clocks.png
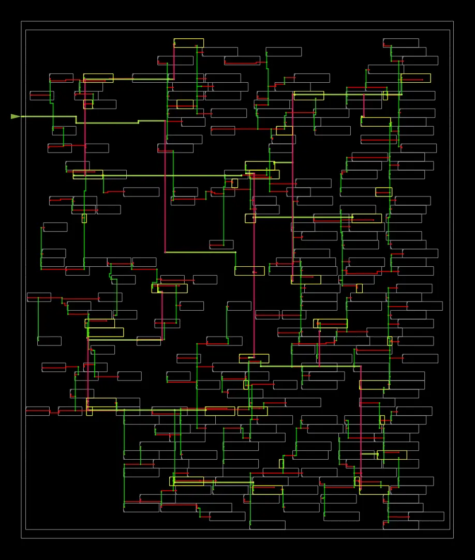
logic_types.png
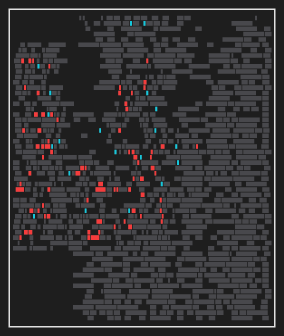
File: config.mk
export PLATFORM = sky130hd
export DESIGN_NAME = if_stage
export DESIGN_NICKNAME = d
export VERILOG_FILES = /design/src/rtl/riscv_pkg.sv /design/src/rtl/fetch_fifo.sv /design/src/rtl/if_stage.sv
export SDC_FILE = /design/constraint.sdc
export NUM_CORES = 1
export LEC_CHECK = 0
export CORE_ASPECT_RATIO = 1.2
export CORE_UTILIZATION = 46
export DETAILED_ROUTE_END_ITERATION = 12
export HOLD_SLACK_MARGIN = 0.08
export PLACE_DENSITY = 0.77
export SYNTH_ARGS = -nofsm -noshare
export SYNTH_HDL_FRONTEND = slang
export SYNTH_SLANG_ARGS = --single-unit
File: constraint.sdc
create_clock -name clk -period 5.8 [get_ports clk]
set_input_delay 0.87 -clock clk [delete_from_list [all_inputs] [get_ports clk]]
set_output_delay 0.87 -clock clk [all_outputs]
set_load 0.03 [all_outputs]
File: src/rtl/riscv_pkg.sv
// Shared RISC-V front-end definitions: base opcodes, fetch FSM states and the
// default boot address.
package riscv_pkg;

    localparam logic [6:0] OP_IMM = 7'h13;
    localparam logic [6:0] LOAD   = 7'h03;
    localparam logic [6:0] OP     = 7'h33;
    localparam logic [6:0] JAL    = 7'h6F;
    localparam logic [6:0] STORE  = 7'h23;
    localparam logic [6:0] LUI    = 7'h37;
    localparam logic [6:0] BRANCH = 7'h63;

    localparam logic [31:0] DEFAULT_RESET_PC = 32'h0000_0000;

    typedef enum logic [1:0] {
        FETCH_IDLE    = 2'd0,
        FETCH_REQ     = 2'd1,
        FETCH_DISCARD = 2'd2
    } fetch_state_e;

    function automatic logic [31:0] align_pc(input logic [31:0] pc);
        return {pc[31:2], 2'b00};
    endfunction

endpackage

File: src/rtl/fetch_fifo.sv
// Two-entry fetch buffer holding {pc, instr}; flush empties it in one cycle and
// push/pop may coincide.
module fetch_fifo #(
    parameter int WIDTH = 64
) (
    input  logic             clk,
    input  logic             rst,
    input  logic             flush,
    input  logic             push,
    input  logic             pop,
    input  logic [WIDTH-1:0] din,
    output logic [WIDTH-1:0] dout,
    output logic [1:0]       count
);

    logic [WIDTH-1:0] mem [0:1];
    logic             rd_ptr;
    logic             wr_ptr;

    always_ff @(posedge clk) begin
        if (rst || flush) begin
            rd_ptr <= 1'b0;
            wr_ptr <= 1'b0;
            count  <= 2'd0;
        end else begin
            if (push) wr_ptr <= ~wr_ptr;
            if (pop)  rd_ptr <= ~rd_ptr;
            count <= count + {1'b0, push} - {1'b0, pop};
        end
    end

    // Storage is not reset; occupancy alone decides what is visible.
    always_ff @(posedge clk) begin
        if (push && !flush) mem[wr_ptr] <= din;
    end

    assign dout = mem[rd_ptr];

endmodule

File: src/rtl/if_stage.sv
// Instruction fetch stage: single-outstanding memory request FSM feeding a
// two-entry buffer toward decode, with redirect flush and discard of stale data.
module if_stage
    import riscv_pkg::*;
#(
    parameter logic [31:0] RESET_PC   = DEFAULT_RESET_PC,
    parameter int          FIFO_DEPTH = 2
) (
    input  logic        clk,
    input  logic        rst,
    output logic        imem_req,
    output logic [31:0] imem_addr,
    input  logic        imem_ack,
    input  logic [31:0] imem_rdata,
    input  logic        redirect_valid,
    input  logic [31:0] redirect_pc,
    output logic        id_valid,
    input  logic        id_ready,
    output logic [31:0] id_instr,
    output logic [31:0] id_pc,
    output logic [6:0]  id_opcode,
    output logic [2:0]  id_funct3,
    output logic [6:0]  id_funct7,
    output logic [31:0] instr_count
);

    localparam logic [1:0] DEPTH = 2'(FIFO_DEPTH);

    fetch_state_e state;
    fetch_state_e state_nxt;
    logic [31:0]  fetch_pc;
    logic [31:0]  discard_pc;
    logic [1:0]   fifo_count;
    logic [63:0]  fifo_dout;
    logic         push;
    logic         pop;
    logic [1:0]   occ_after_pop;
    logic [1:0]   occ_after_push;

    assign imem_req  = (state != FETCH_IDLE);
    // While discarding, the abandoned address stays on the bus until its ack.
    assign imem_addr = (state == FETCH_DISCARD) ? discard_pc : fetch_pc;

    assign id_valid  = (fifo_count != 2'd0);
    assign pop       = id_valid & id_ready;
    assign push      = (state == FETCH_REQ) && imem_ack && !redirect_valid;

    assign occ_after_pop  = fifo_count - {1'b0, pop};
    assign occ_after_push = occ_after_pop + {1'b0, push};

    always_comb begin
        state_nxt = state;
        case (state)
            FETCH_IDLE: begin
                if (redirect_valid || (occ_after_pop < DEPTH)) state_nxt = FETCH_REQ;
            end
            FETCH_REQ: begin
                if (redirect_valid)
                    state_nxt = imem_ack ? FETCH_IDLE : FETCH_DISCARD;
                else if (imem_ack)
                    state_nxt = (occ_after_push < DEPTH) ? FETCH_REQ : FETCH_IDLE;
            end
            FETCH_DISCARD: begin
                if (imem_ack) state_nxt = FETCH_IDLE;
            end
            default: state_nxt = FETCH_IDLE;
        endcase
    end

    always_ff @(posedge clk) begin
        if (rst) begin
            state       <= FETCH_IDLE;
            fetch_pc    <= RESET_PC;
            instr_count <= 32'd0;
        end else begin
            state <= state_nxt;
            if (redirect_valid)
                fetch_pc <= align_pc(redirect_pc);
            else if (push)
                fetch_pc <= fetch_pc + 32'd4;
            if (pop)
                instr_count <= instr_count + 32'd1;
        end
    end

    always_ff @(posedge clk) begin
        if (state == FETCH_REQ && redirect_valid && !imem_ack)
            discard_pc <= fetch_pc;
    end

    fetch_fifo #(
        .WIDTH (64)
    ) u_fifo (
        .clk   (clk),
        .rst   (rst),
        .flush (redirect_valid),
        .push  (push),
        .pop   (pop),
        .din   ({fetch_pc, imem_rdata}),
        .dout  (fifo_dout),
        .count (fifo_count)
    );

    assign id_pc     = fifo_dout[63:32];
    assign id_instr  = fifo_dout[31:0];
    assign id_opcode = id_instr[6:0];
    assign id_funct3 = id_instr[14:12];
    assign id_funct7 = id_instr[31:25];

endmodule

==> summary.txt <==
Synthesis and place-and-route results.

- After clock tree synthesis, the setup repair step added 0 buffers.
- The worst clock skew on the final layout is 0.01179 ns.
- The commonest cells after synthesis are edfxtp_1, mux2_2, dfxtp_1.
- The power density relative to cell area is 277.9 nW/um2.
- The design draws 3472 uW.
- The shortest period the worst path allows is 3.825 ns.
- The biggest area contributor in the post-synthesis netlist is edfxtp_1.
- The share of the clock period used by the worst path is 0.6595.
- The worst-case headroom to the max-slew limit is 0.2993.
- The row count is 57.
- The max-slew violation count is 0.
- The vertical die dimension is 160.5 um.
- The routed design shows a via density per instance of 5.523.
- In this run the power spent charging and discharging nets is 777.1 uW.
- Summed over all nets, the half-perimeter wirelength after detailed placement is 14,410 um.
- The flow ran to the end, and the final reports show no timing, DRC or antenna violations.
- Counting the warning lines in the Yosys log gives 0.
- TritonCTS built the clock tree.
- The total wire length is 21,610 um.
- The x dimension of the die is 134.1 um.
- Clock latency on the worst-skew pair, taken at its later pin, is 0.51 ns.
- Per the CTS log, the buffer count on the longest clock path is 3.
- The mean area per synthesized cell is 13.11 um2.
- The chip area estimate from yosys synthesis is 9625 um2.
- The detailed router's first-iteration violation count is 333.
- Of the total power, the clock network draws 0.403.
- Entering global routing, the biggest net connects 73 pins.
- Per the detail_route report, DRC violations left total 0.
- The diode insertion count for antenna repair is 0.
- The share of the Yosys chip area taken by registers is 0.6239.
- Per the synth log, the flip-flop and latch total comes to 223.
- The fraction of layout instances using a drive strength above 1 is 0.1624.
- The share of the synthesized area in the top cell type is 0.4804.
- The cell with the most instances after synthesis is edfxtp_1.
- The via count of the first global-routing pass came to 6,157.
- For the worst setup path, the data arrival time is 2.96 ns.
- The register share of total power is 0.513.
- Setup repair after global routing left no endpoint under its margin.
- The number of antenna violations at the first check in global routing is 1.
- The core area is 20,400 um2.
- Input and output buffers added on the ports amount to 209.
- By startpoint and endpoint, the worst setup path is classified as reg -> out.
- The routed wirelength normalized by instance count is 18.00 um.
- Summing over the stages, the warning tally comes to 28.
- The number of gates given a new drive strength after cts is 0.
- The pin closest to its max-slew limit shows a slew of 1.049 ns.
- The critical path launch point type is a flip-flop.
- For this run the aggregate overflow at the end of global routing stands at 0.
- The power report attributes to the combinational group a share of 0.084.
- Counting flops with a built-in enable in the synthesized netlist gives 154.
- The number of search-and-repair iterations in the first detailed-routing pass is 6.
- Per the Yosys statistics, synthesis produced 734 cells.
- The first global-routing pass estimated 33,570 um of wire.
- The synthesized cell area is 9625 um2.
- The overall die size recorded for this design is 21,510 um2.
- After synthesis, the cell types taking the most area are edfxtp_1, dfxtp_1, mux2_2, o31ai_1, buf_4.
- The final report gives the core utilization as 0.6125.
- Counting the fill cells in the layout gives 1,613.
- The maximum ir drop on the vdd rail is 237.0 uV.
- The overall track demand over capacity in global routing is 0.1966.
- The script computed the net switching share of total power as 0.2238.
- The tally of unique sky130hd cells used after synthesis is 60.
- Internal power comes to 2695 uW.
- In this run the clock root is driven by a clkbuf_16.
- CTS added clock buffers totalling 23.
- The detail route stage leaves a number of antenna-violating nets equal to 0.
- The main flop type after synthesis is edfxtp_1.
- The fmax is 0.2614 GHz.
- For this design the static power due to leakage is 0.004118 uW.
- The last timing report of the flow puts the setup violation total at 0.
- For the final routed database, the setup TNS stands at 0 ns.
- The placer's final routability congestion estimate is 0.7909.
- The total of hold buffers inserted after clock tree synthesis is 0.
- The worst min-delay path class is reg -> reg.
- The number of top-level pins is 216.
- The final timing report lists a hold violation count of 0.
- The proportion of register bits with asynchronous set or reset after synthesis is 0.
- On the reported timing paths, the clock transition at the registers reads 0.06 ns.
- The routed via count is 6,633.
- In the final design database the tool counted 991 nets.
- The initial core utilization is 0.4719.
- The count of mapped cells out of synthesis is 734.
- The number of maximum-capacitance violations recorded for the run is 0.
- The worst path required time is 4.93 ns.
- The area growth from synthesis to layout is 29.79%.
- The kind of capture point of the worst setup path is a primary output.
- The top fanout value on the critical path is 34.
- The maximum level of the CTS H-tree is 1.
About clocks.png:
number of sequential storage elements: 223
number of clock sinks: 223

About logic_types.png:
[cyan] inverters | cells: 20 | most used: inv_1
[red] NAND gates | cells: 75 | most used: nand2_1

## area by class of cell
cell class | count | area, um2 | share of cell area
clock buffers | 34 | 646.9 | 0.05178
multi-input cells | 434 | 3216 | 0.2574
repair buffers | 217 | 2147 | 0.1719
clock inverters | 8 | 70.07 | 0.005608
well taps | 265 | 331.6 | 0.02654
flip-flops and latches | 223 | 6007 | 0.4808
inverters | 20 | 75.07 | 0.006009
## through the flow
step	instances	hold WS [ns]	instance area, um2	worst slack, ns
floorplan	737	0.4759	9642	1.617
detailed placement	1159	0.4807	11780	1.969
finish	1201	0.4940	12490	1.975
global route	1201	0.5152	12490	1.825
global placement	1159	0.4681	11780	1.958
CTS	1201	0.4896	12490	1.940
## layout by cell type, fill, tap and decap left out, types with 20 or more instances in the layout
cell type,count
a21oi_1,24
edfxtp_1,154
nand2_1,34
or4_1,22
clkbuf_16,23
inv_1,20
nor2_1,43
o31ai_1,23
mux2_2,92
dfxtp_1,68
clkdlybuf4s50_1,208
## flip-flops by register name (all words and copies together), names as in the netlist, named ones only
| signal | count |
|---|---|
| instr_count | 32 |
| u_fifo.wr_ptr | 1 |
| fetch_pc | 30 |
| state | 2 |
| u_fifo.rd_ptr | 1 |
| u_fifo.mem | 124 |
| u_fifo.count | 2 |
| discard_pc | 30 |
## power by group through the flow
| stage | combinational, uW | clock, uW | sequential (uW) |
|---|---|---|---|
| after global placement | 289 | 0 | 1810 |
| final | 292 | 1400 | 1780 |
| after detailed placement | 293 | 0 | 1820 |
| after global routing | 311 | 1490 | 1790 |
| after floorplan | 171 | 0 | 1800 |
| after CTS | 295 | 1430 | 1780 |
## worst max-delay path: stages (launching register included)
cell             delay [ns]
dfxtp_1                0.48
nor2b_4                0.92
mux2_2                 0.44
clkdlybuf4s50_1        0.60
## cells by family (layout without fill, tap and decap cells)
logic type / after synthesis / after routing / synth area share
simple gates: 210 / 210 / 0.1235
fa+ha+maj: 3 / 3 / 0.003900
compound gates: 101 / 101 / 0.07293
mux: 93 / 93 / 0.1087
xor+xnor: 23 / 23 / 0.02093
flops: 223 / 223 / 0.6239
buf+inv: 80 / 279 / 0.04575
other cells: 1 / 4 / 0.0003896
## per-layer routing
| layer | share of wire | global-route usage |
|---|---|---|
| met5 | 0 | 0 |
| met4 | 0.019 | 0.05107 |
| met3 | 0.072 | 0.04735 |
| met2 | 0.49 | 0.3368 |
| met1 | 0.42 | 0.2481 |
## worst paths after layout
| path | depth (start not counted) | from | end | slack, ns |
|---|---|---|---|---|
| worst min-delay path | 2 | instr_count[31] | instr_count[31] | 0.49 |
| worst max register to register | 3 | state[0] | u_fifo.mem[1][17] | 3.03 |
| worst max-delay path | 3 | state[1] | imem_addr[18] | 1.97 |
| worst min register to register | 2 | instr_count[31] | instr_count[31] | 0.49 |
Power figures rest on the tool's default switching activity, not on a simulated workload.
